### src/rtl/cdt_pkg.sv
// rtl/cdt_pkg.sv - shared types and constants for the cycle length monitor
// Purpose: the lock FSM state encoding, the error-counter saturation value
// and the run-counter width, shared by the monitor and its sub-module.
package cdt_pkg;

  typedef enum logic [1:0] {
    ST_IDLE    = 2'd0,
    ST_ACQUIRE = 2'd1,
    ST_LOCKED  = 2'd2,
    ST_LOST    = 2'd3
  } state_t;

  localparam logic [15:0] ERR_CNT_MAX = 16'hFFFF;
  localparam int          RUN_W       = 4;

endpackage

### src/rtl/cycle_length_monitor_if.sv
// rtl/cycle_length_monitor_if.sv - sample bus from the upstream cycle measurer
// Purpose: carries the START strobe and the measured length.
// Signals:
//   in_start  - START strobe, same signal the upstream measurer receives
//   in_length - measured cycle length, valid from the cycle after in_start
// Modports: master drives the bus (measurer side), slave observes it (monitor).
interface cycle_length_monitor_if;

  logic       in_start;
  logic [7:0] in_length;

  modport master (output in_start, output in_length);
  modport slave  (input  in_start, input  in_length);

endinterface

### src/rtl/run_counter.sv
// rtl/run_counter.sv - saturating-free 4-bit run counter with threshold detect
// Purpose: counts consecutive qualifying samples; hit flags that the current
// increment brings the count to THRESH.
// Ports:
//   clk, rst_n - clock, asynchronous active-low reset
//   inc        - count one more qualifying sample this cycle
//   clr        - clear the run (takes priority over inc)
//   hit        - inc in this cycle reaches THRESH
module run_counter
  import cdt_pkg::*;
#(
  parameter int THRESH = 4
) (
  input  logic clk,
  input  logic rst_n,
  input  logic inc,
  input  logic clr,
  output logic hit
);

  localparam logic [RUN_W-1:0] THR = RUN_W'(THRESH);

  logic [RUN_W-1:0] cnt;

  always_ff @(posedge clk or negedge rst_n) begin
    if (!rst_n) begin
      cnt <= '0;
    end else if (clr) begin
      cnt <= '0;
    end else if (inc) begin
      cnt <= cnt + 1'b1;
    end
  end

  // Combinational so the FSM can change state on the very sample that completes the run.
  assign hit = inc && ((cnt + 1'b1) == THR);

endmodule

### src/rtl/cycle_length_monitor.sv
// rtl/cycle_length_monitor.sv - lock/unlock monitor for measured cycle lengths
// Purpose: samples the upstream length one cycle after START, classifies it
// against [cfg_min, cfg_max] and runs an IDLE/ACQUIRE/LOCKED/LOST lock FSM.
// Ports:
//   clk, rst_n    - clock, asynchronous active-low reset
//   smp           - sample bus (in_start, in_length), slave side
//   cfg_min/max   - inclusive good window; min > max makes every sample bad
//   out_locked    - high while LOCKED
//   out_err_pulse - one-cycle pulse per bad sample (not in IDLE)
//   out_err_cnt   - saturating count of bad samples
//   out_last_len  - most recent sampled length
//   out_missing   - sticky: a sample read 8'hFF
module cycle_length_monitor
  import cdt_pkg::*;
#(
  parameter int LOCK_N   = 4,
  parameter int UNLOCK_N = 2
) (
  input  logic                    clk,
  input  logic                    rst_n,
  cycle_length_monitor_if.slave   smp,
  input  logic [7:0]              cfg_min,
  input  logic [7:0]              cfg_max,
  output logic                    out_locked,
  output logic                    out_err_pulse,
  output logic [15:0]             out_err_cnt,
  output logic [7:0]              out_last_len,
  output logic                    out_missing
);

  state_t state_q, state_d;
  logic   strobe_q;
  logic   in_window, good, bad, active;
  logic   good_inc, good_clr, good_hit;
  logic   bad_inc, bad_clr, bad_hit;

  // The measured length becomes valid the cycle after START.
  always_ff @(posedge clk or negedge rst_n) begin
    if (!rst_n) begin
      strobe_q <= 1'b0;
    end else begin
      strobe_q <= smp.in_start;
    end
  end

  // 8'hFF is the measurer's saturated value (START missing): never good.
  assign in_window = (smp.in_length >= cfg_min) && (smp.in_length <= cfg_max) &&
                     (smp.in_length != 8'hFF);
  // The first sample after reset is unaligned and is not classified.
  assign active    = strobe_q && (state_q != ST_IDLE);
  assign good      = active && in_window;
  assign bad       = active && !in_window;

  run_counter #(.THRESH(LOCK_N)) u_good_run (
    .clk   (clk),
    .rst_n (rst_n),
    .inc   (good_inc),
    .clr   (good_clr),
    .hit   (good_hit)
  );

  run_counter #(.THRESH(UNLOCK_N)) u_bad_run (
    .clk   (clk),
    .rst_n (rst_n),
    .inc   (bad_inc),
    .clr   (bad_clr),
    .hit   (bad_hit)
  );

  always_ff @(posedge clk or negedge rst_n) begin
    if (!rst_n) begin
      state_q <= ST_IDLE;
    end else begin
      state_q <= state_d;
    end
  end

  always_comb begin
    state_d  = state_q;
    good_inc = 1'b0;
    good_clr = 1'b0;
    bad_inc  = 1'b0;
    bad_clr  = 1'b0;
    unique case (state_q)
      ST_IDLE: begin
        good_clr = 1'b1;
        bad_clr  = 1'b1;
        if (strobe_q) state_d = ST_ACQUIRE;
      end
      ST_ACQUIRE: begin
        bad_clr  = 1'b1;
        good_inc = good;
        if (bad) good_clr = 1'b1;
        if (good_hit) begin
          good_clr = 1'b1;
          state_d  = ST_LOCKED;
        end
      end
      ST_LOCKED: begin
        good_clr = 1'b1;
        bad_inc  = bad;
        if (good) bad_clr = 1'b1;
        if (bad_hit) begin
          bad_clr = 1'b1;
          state_d = ST_LOST;
        end
      end
      ST_LOST: begin
        good_clr = 1'b1;
        bad_clr  = 1'b1;
        state_d  = ST_ACQUIRE;
      end
      default: state_d = ST_IDLE;
    endcase
  end

  // All outputs are registered off the same edge, so a sample's full
  // effect (length, pulse, count, lock) is visible together one cycle later.
  always_ff @(posedge clk or negedge rst_n) begin
    if (!rst_n) begin
      out_locked    <= 1'b0;
      out_err_pulse <= 1'b0;
      out_err_cnt   <= '0;
      out_last_len  <= '0;
      out_missing   <= 1'b0;
    end else begin
      out_locked    <= (state_d == ST_LOCKED);
      out_err_pulse <= bad;
      if (bad && (out_err_cnt != ERR_CNT_MAX)) out_err_cnt <= out_err_cnt + 16'd1;
      if (strobe_q) out_last_len <= smp.in_length;
      if (active && (smp.in_length == 8'hFF)) out_missing <= 1'b1;
    end
  end

endmodule

### src/flat_wrapper.sv
// flat-port wrapper written by rule: the top's interface ports become plain ports
module cycle_length_monitor_flat import cdt_pkg::*;
#(
  parameter int LOCK_N   = 4,
  parameter int UNLOCK_N = 2
)
  (clk, rst_n, cfg_min, cfg_max, out_locked, out_err_pulse, out_err_cnt, out_last_len, out_missing, smp_in_start, smp_in_length);
  cycle_length_monitor_if smp_i ();
  input  logic clk;
  input  logic rst_n;
  input  logic [7:0] cfg_min;
  input  logic [7:0] cfg_max;
  output logic out_locked;
  output logic out_err_pulse;
  output logic [15:0] out_err_cnt;
  output logic [7:0] out_last_len;
  output logic out_missing;
  input wire logic [$bits(smp_i.in_start)-1:0] smp_in_start;
  input wire logic [$bits(smp_i.in_length)-1:0] smp_in_length;
  assign smp_i.in_start = smp_in_start;
  assign smp_i.in_length = smp_in_length;
  cycle_length_monitor #(.LOCK_N(LOCK_N), .UNLOCK_N(UNLOCK_N)) u_core (.clk(clk), .rst_n(rst_n), .smp(smp_i), .cfg_min(cfg_min), .cfg_max(cfg_max), .out_locked(out_locked), .out_err_pulse(out_err_pulse), .out_err_cnt(out_err_cnt), .out_last_len(out_last_len), .out_missing(out_missing));
endmodule
### config.mk
export PLATFORM = sky130hd
export DESIGN_NAME = cycle_length_monitor_flat
export DESIGN_NICKNAME = d
export VERILOG_FILES = /design/src/rtl/cdt_pkg.sv /design/src/rtl/cycle_length_monitor_if.sv /design/src/rtl/run_counter.sv /design/src/rtl/cycle_length_monitor.sv /design/src/flat_wrapper.sv
export SDC_FILE = /design/constraint.sdc
export NUM_CORES = 1
export LEC_CHECK = 0
export ABC_AREA = 1
export CAP_MARGIN = 25
export CORE_ASPECT_RATIO = 1.4
export CORE_MARGIN = 5
export CORE_UTILIZATION = 51
export CTS_CLUSTER_DIAMETER = 60
export CTS_CLUSTER_SIZE = 10
export DETAILED_ROUTE_END_ITERATION = 10
export PLACE_DENSITY = 0.81
export RECOVER_POWER = 25
export SKIP_CTS_REPAIR_TIMING = 1
export SYNTH_ARGS = -nofsm -noshare
export SYNTH_HDL_FRONTEND = slang
export SYNTH_SLANG_ARGS = --single-unit
### constraint.sdc
create_clock -name clk -period 1.85 [get_ports clk]
set_clock_uncertainty 0.1 [all_clocks]
set_input_delay 0.2775 -clock clk [delete_from_list [all_inputs] [get_ports clk]]
set_output_delay 0.2775 -clock clk [all_outputs]
set_load 0.005 [all_outputs]
==> changes_impl.md, run 1 <==
## Flow update

- Reg2reg end: u_core.out_err_cnt[2]
- Reg area: 951 µm²
- Sw Share: about 30%
- Vias in the first global route: roughly 2200
- Power per Cell Area: 674 nW/µm²
- Yosys simple share: approximately a quarter
- Die ar.: ~6300 µm²
- Final Max Slew Viols: 0
- Tot GR Track Use: 18.8%
- Synthesized area per cell: 8.28 µm²
- Sequential fraction of the synthesis area: between 30% and 40%
- First-pass GRT wire length: ~9.2 mm
- Hold Crit Class: input port to flip-flop
- Antenna Diode Count: 0
- Std cell rows: 29
- Clk sinks: 38
- DP Wirelength: 4.15 mm
- Final Setup Violations: 0
- Pwr top: sequential cells
- R2r setup slk: ~130 ps
- Die height: about 90 µm
- Top logic family: simple AND/OR/NAND/NOR gates
- Mux area share: about 3.2%
- Log Warnings: 28
- Seq pwr: around 1 mW
- Top cells excl fill/tap: nand2_1 (57), dfrtp_1 (38), inv_1 (35)
- RSZ-0062 raised after global routing: no
- Bufs on Longest Clock Path: 2
- Worst setup SP type: input port
- Most frequent logic cell in the layout: nand2_1
- Comb. pwr: around 0.74 mW
- Most numerous cell on the critical path: nand3_4
- Crit-path max FO: 7
- Critical Path AT: 1820 ps
- Yosys Instances: 293
- Post-Place Cells: 423
- Status: completed
- DR DRC count: 0
- Internal: 1.71 mW
- RR Startpoint: u_core.out_err_cnt[1]
- Fraction of the mapped netlist area in adder cells: ~11%
- CTS tree: built
[run 1: cell type report]
type	count	area share, %
tap	62	2.15
inverter	51	5.30
sequential	38	26.3
multi-input combinational	200	40.5
clock inverter	3	1.11
timing repair buffer	77	22.7
clock buffer	5	1.91
[run 1: worst min-delay path by stage]
stage | start | end | slack (ps) | cells past startpoint
2_1_floorplan | rst_n | u_core.out_err_cnt[0] | -120 | 0
3_3_place_gp | rst_n | u_core.out_err_cnt[1] | 160 | 2
3_5_place_dp | rst_n | u_core.out_err_cnt[0] | 160 | 2
4_1_cts | rst_n | u_core.out_err_cnt[5] | -160 | 2
5_1_grt | smp_in_length[2] | u_core.out_last_len[2] | 290 | 2
6_report | smp_in_length[2] | u_core.out_last_len[2] | 250 | 2
[run 1: state kept, by name (all words and copies together), names as in the netlist]
name / cells
u_core.out_missing: 1
u_core.out_err_pulse: 1
u_core.out_locked: 1
u_core.out_last_len: 8
u_core.strobe_q: 1
u_core.u_good_run.cnt: 4
u_core.u_bad_run.cnt: 4
u_core.out_err_cnt: 16
u_core.state_q: 2
[run 1: metrics by stage]
| stage | hold WS, ps | setup TNS, ps | util (%) | instance area [µm²] | worst slack (ps) |
|---|---|---|---|---|---|
| 6_report | 246 | 0 | 79.0 | 3610 | 109 |
| 5_1_grt | 287 | 0 | 79.0 | 3610 | 10.1 |
| 4_1_cts | -159 | -1420 | 71.6 | 3270 | -88.9 |
| 3_5_place_dp | 159 | -10100 | 69.2 | 3170 | -404 |
| 3_3_place_gp | 159 | -8400 | 69.2 | 3170 | -350 |
| 2_1_floorplan | -118 | 0 | - | 2430 | 112 |
[run 1: cells in the mapped netlist]
| master | n | area share, % |
|---|---|---|
| o21bai_1 | 1 | 0.31 |
| buf_6 | 2 | 0.93 |
| nor2_2 | 1 | 0.26 |
| nand3b_1 | 1 | 0.31 |
| o21ai_1 | 9 | 1.9 |
| nor2_4 | 1 | 0.46 |
| nand3_1 | 13 | 2.7 |
| dfrtp_1 | 38 | 39 |
| buf_2 | 1 | 0.21 |
| clkinv_1 | 1 | 0.15 |
| nor3_1 | 6 | 1.2 |
| nand3_2 | 3 | 1.2 |
| a21oi_1 | 7 | 1.4 |
| or2_1 | 1 | 0.26 |
| xor2_1 | 12 | 4.3 |
| nand4_1 | 13 | 3.4 |
| inv_1 | 46 | 7.1 |
| o21ai_2 | 6 | 2.2 |
| ha_1 | 21 | 11 |
| nor4_1 | 1 | 0.26 |
| mux2_2 | 7 | 3.2 |
| buf_1 | 1 | 0.15 |
| nand2_1 | 69 | 11 |
| a21o_1 | 2 | 0.62 |
| xnor2_1 | 7 | 2.5 |
| nor2_1 | 17 | 2.6 |
| nor4_2 | 1 | 0.52 |
| nor3_2 | 1 | 0.41 |
| inv_2 | 4 | 0.62 |
[run 1: worst max-delay path, delay by kind of cell]
kind / cells / cell delay (ps)
fa+ha+maj: 1 / 310
simple gates: 6 / 780
buf+inv: 2 / 390
compound gates: 1 / 70
[run 1: per-layer routing]
metal / vias up / track usage [%] / share of wire [%]
li1: 1103 / - / -
met1: 1089 / 22.1 / 38
met2: 59 / 32.3 / 55
met3: 17 / 3.58 / 3.9
met4: 0 / 7.96 / 3.1
met5: - / 0 / 0
run_1/placement.png
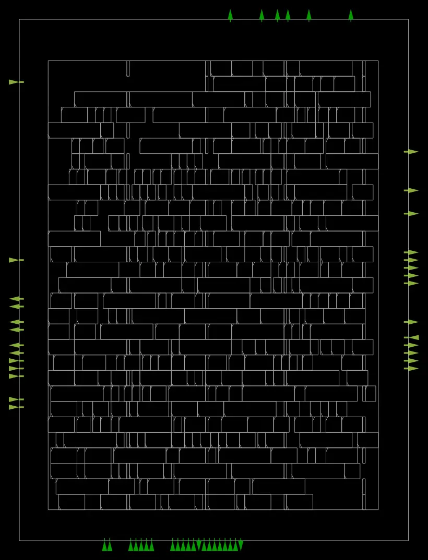
non-filler cells, final: 436
Flops: 38
FILL cells: 300

run_1/wires.png
Bar = 20 µm. Two of the layers only.
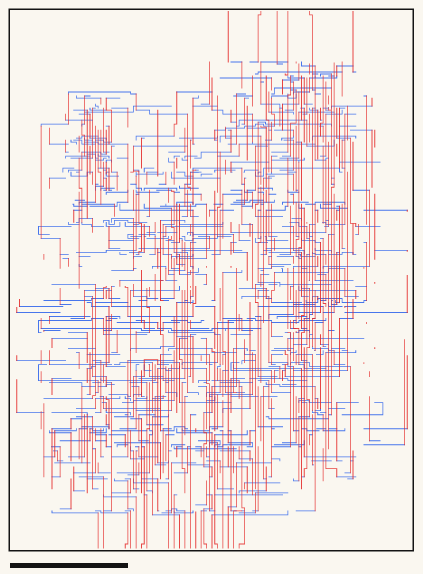
metal 1 -> blue  # wire length 2380 µm
metal 2 -> red  # wire length 3500 µm

run_1/clk_routes.png
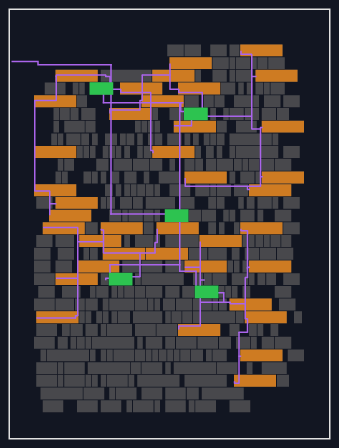
clock drivers -> green  # count 5
flip-flops -> orange  # count 38
clock wires -> purple  # length 505 µm
routed clock nets = 6
clock-net power: 0.695 mW
Clk pwr share: 28.6%
clk latency late pin: 300 ps

run_1/placement_by_type.png
Bar = 20 µm.
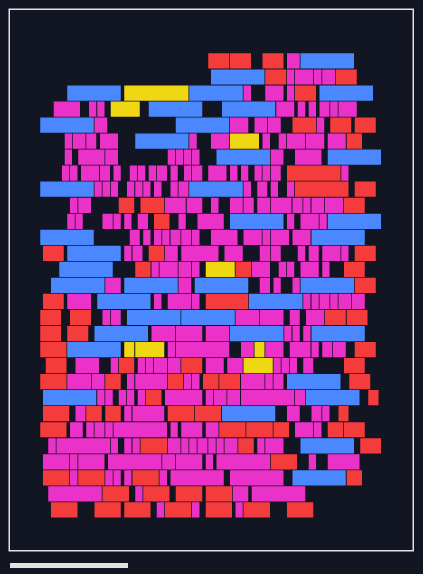

==> run 2: changes to the inputs <==
- CORE_MARGIN: 5 -> unset
- PLACE_DENSITY: 0.81 -> unset
- PLACE_DENSITY_LB_ADDON: unset -> 0.05
run_2/placement_by_type.png
Bar = 20 µm.
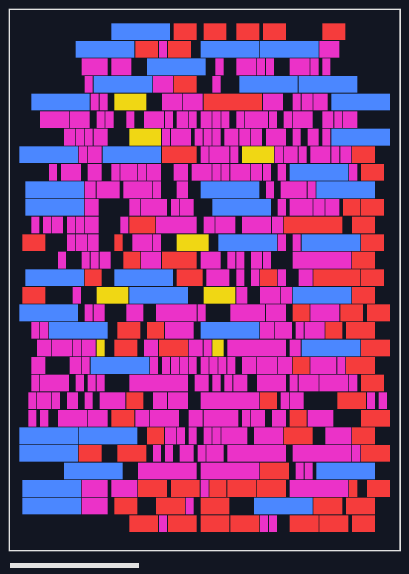
combinational and other logic -> magenta  # cells 251, share of their area 47%
remaining buffers and delay cells -> red  # cells 75, share of their area 23%
sequential cells -> blue  # cells 38, share of their area 27%
clock drivers and dummy loads -> yellow  # cells 8, share of their area 2.6%

==> changes_impl.md, run 2 <==
## Flow update

- Status: completed (unchanged)
- Mux area share: 3.25% (unchanged)
- Die ar.: 5040 µm² (was 6260 µm²)
- Power per Cell Area: 647 nW/µm² (was 674 nW/µm²)
- Non-filler cells, final: 434 (was 436)
- Top logic family: simple AND/OR/NAND/NOR gates (unchanged)
- Reg2reg end: u_core.out_err_cnt[1] (was u_core.out_err_cnt[2])
- Place WS: -450 ps (was -404 ps)
- Worst setup margin: 76.2 ps (was 109 ps)
- Vias in the first global route: 2077 (was 2150)
- Clk sinks: 38 (unchanged)
- Top Usage Layer GRT: met2 (unchanged)
- Clk latency late pin: 290 ps (was 300 ps)
- DR DRC count: 0 (unchanged)
- RR Startpoint: u_core.out_err_cnt[0] (was u_core.out_err_cnt[1])
- M3 GR Usage: 4.81% (was 3.58%)
- First-pass GRT wire length: 9.00 mm (was 9.23 mm)
- Setup TNS: 0 ps (unchanged)
- Final Max Slew Viols: 0 (unchanged)
- Top area contributor share: 39.2% (unchanged)
- Post-synth top cells: nand2_1 (69), inv_1 (46), dfrtp_1 (38) (unchanged)
- Post-Place Cells: 423 (unchanged)
- Worst min-delay path startpoint: smp_in_length[2] (unchanged)
- Critical Path AT: 1900 ps (was 1820 ps)
- Crit-path max FO: 8 (was 7)
- R2r setup slk: 80 ps (was 130 ps)
- Synthesized area per cell: 8.28 µm² (unchanged)
- Biggest register: u_core.out_err_cnt (unchanged)
- Yosys Instances: 293 (unchanged)
- CTS tree: built (unchanged)
- Fraction of the mapped netlist area in adder cells: 10.8% (unchanged)
- Hold Crit Class: input port to flip-flop (unchanged)
- Bufs on Longest Clock Path: 2 (unchanged)
- Final Setup Violations: 0 (unchanged)
- DP Wirelength: 4.24 mm (was 4.15 mm)
- Die height: 83.6 µm (was 91.6 µm)
- Yosys top cell by area: dfrtp_1 (unchanged)
- Yosys simple share: 24.3% (unchanged)
- Top-count cell post-synth: nand2_1 (unchanged)
- Post-synth EDFFs: 0 (unchanged)
- Most frequent logic cell in the layout: nand2_1 (unchanged)
- Synth top area cells: dfrtp_1 (39%), ha_1 (11%), nand2_1 (11%) (unchanged)
- Final Util: 79.5% (was 79.0%)
- Top FF cell, synth: dfrtp_1 (unchanged)
- Post-synth ARST share: 100% (unchanged)
- Top cells excl fill/tap: nand2_1 (54), dfrtp_1 (38), inv_1 (36) (was nand2_1 (57), dfrtp_1 (38), inv_1 (35))
run_2/placement.png
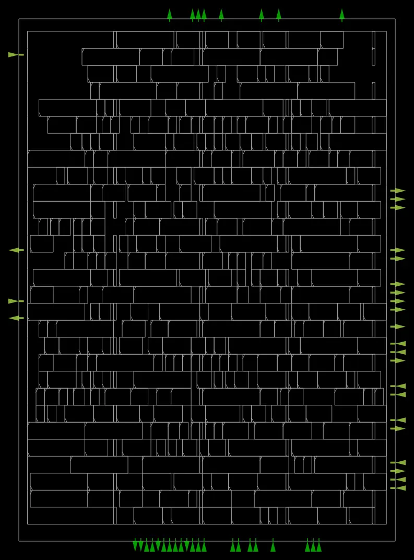
register share of the cell area: 26.4%
tapcell count: 62
std cell rows: 29
FILL cells: 285
Core Region: 4540 µm²

run 2: logic make-up (layout without fill, tap and decap cells):
logic type / Yosys count / in the layout
xor+xnor: 19 / 19
mux: 7 / 7
simple gates: 128 / 128
buf+inv: 55 / 134
compound gates: 25 / 25
fa+ha+maj: 21 / 21
flops: 38 / 38
run 2: worst max-delay path: cells and delay by family, from the launching register on:
kind | cells | cell delay (ps)
AOI/OAI and AO/OA | 1 | 80
buffers and inverters | 1 | 150
and+or+nand+nor | 5 | 760
DFF | 1 | 370
adders and majority gates | 1 | 240
run 2: report_power, final:
part	leakage, nW	internal [mW]	switching, mW
clock	0.0482	0.301	0.293
combinational	1.27	0.405	0.336
sequential	0.490	0.906	0.0898
run 2: layer usage:
layer	wire length (µm)	part of all wire [%]
met2	3460	54
met4	164	2.6
met3	231	3.6
met5	0	0
met1	2560	40
run 2: final cells by class:
type / instances / area, µm²
Clock inverter: 1 / 5.00
Tap cell: 62 / 77.6
Timing Repair Buffer: 75 / 818
Fill cell: 285 / 930
Clock buffer: 7 / 86.3
Inverter: 51 / 191
Multi-Input combinational cell: 200 / 1480
Sequential cell: 38 / 951
run 2: how the worst min path moves through the flow:
stage,end,slack (ps),cells after the start
6_report,u_core.out_last_len[2],290,2
5_1_grt,u_core.out_last_len[2],280,2
4_1_cts,u_core.out_last_len[4],-180,1
3_5_place_dp,u_core.out_last_len[4],140,1
3_3_place_gp,u_core.out_last_len[4],140,1
2_1_floorplan,u_core.out_err_cnt[0],-120,0
run 2: metrics by stage:
step / area, µm² / power, mW / hold WS [ps]
3_3_place_gp: 3150 / 1.61 / 137
4_1_cts: 3240 / 2.22 / -176
5_1_grt: 3610 / 2.46 / 275
2_1_floorplan: 2430 / 1.29 / -118
3_5_place_dp: 3150 / 1.63 / 139
6_report: 3610 / 2.33 / 287
Power figures rest on the tool's default switching activity, not on a simulated workload.
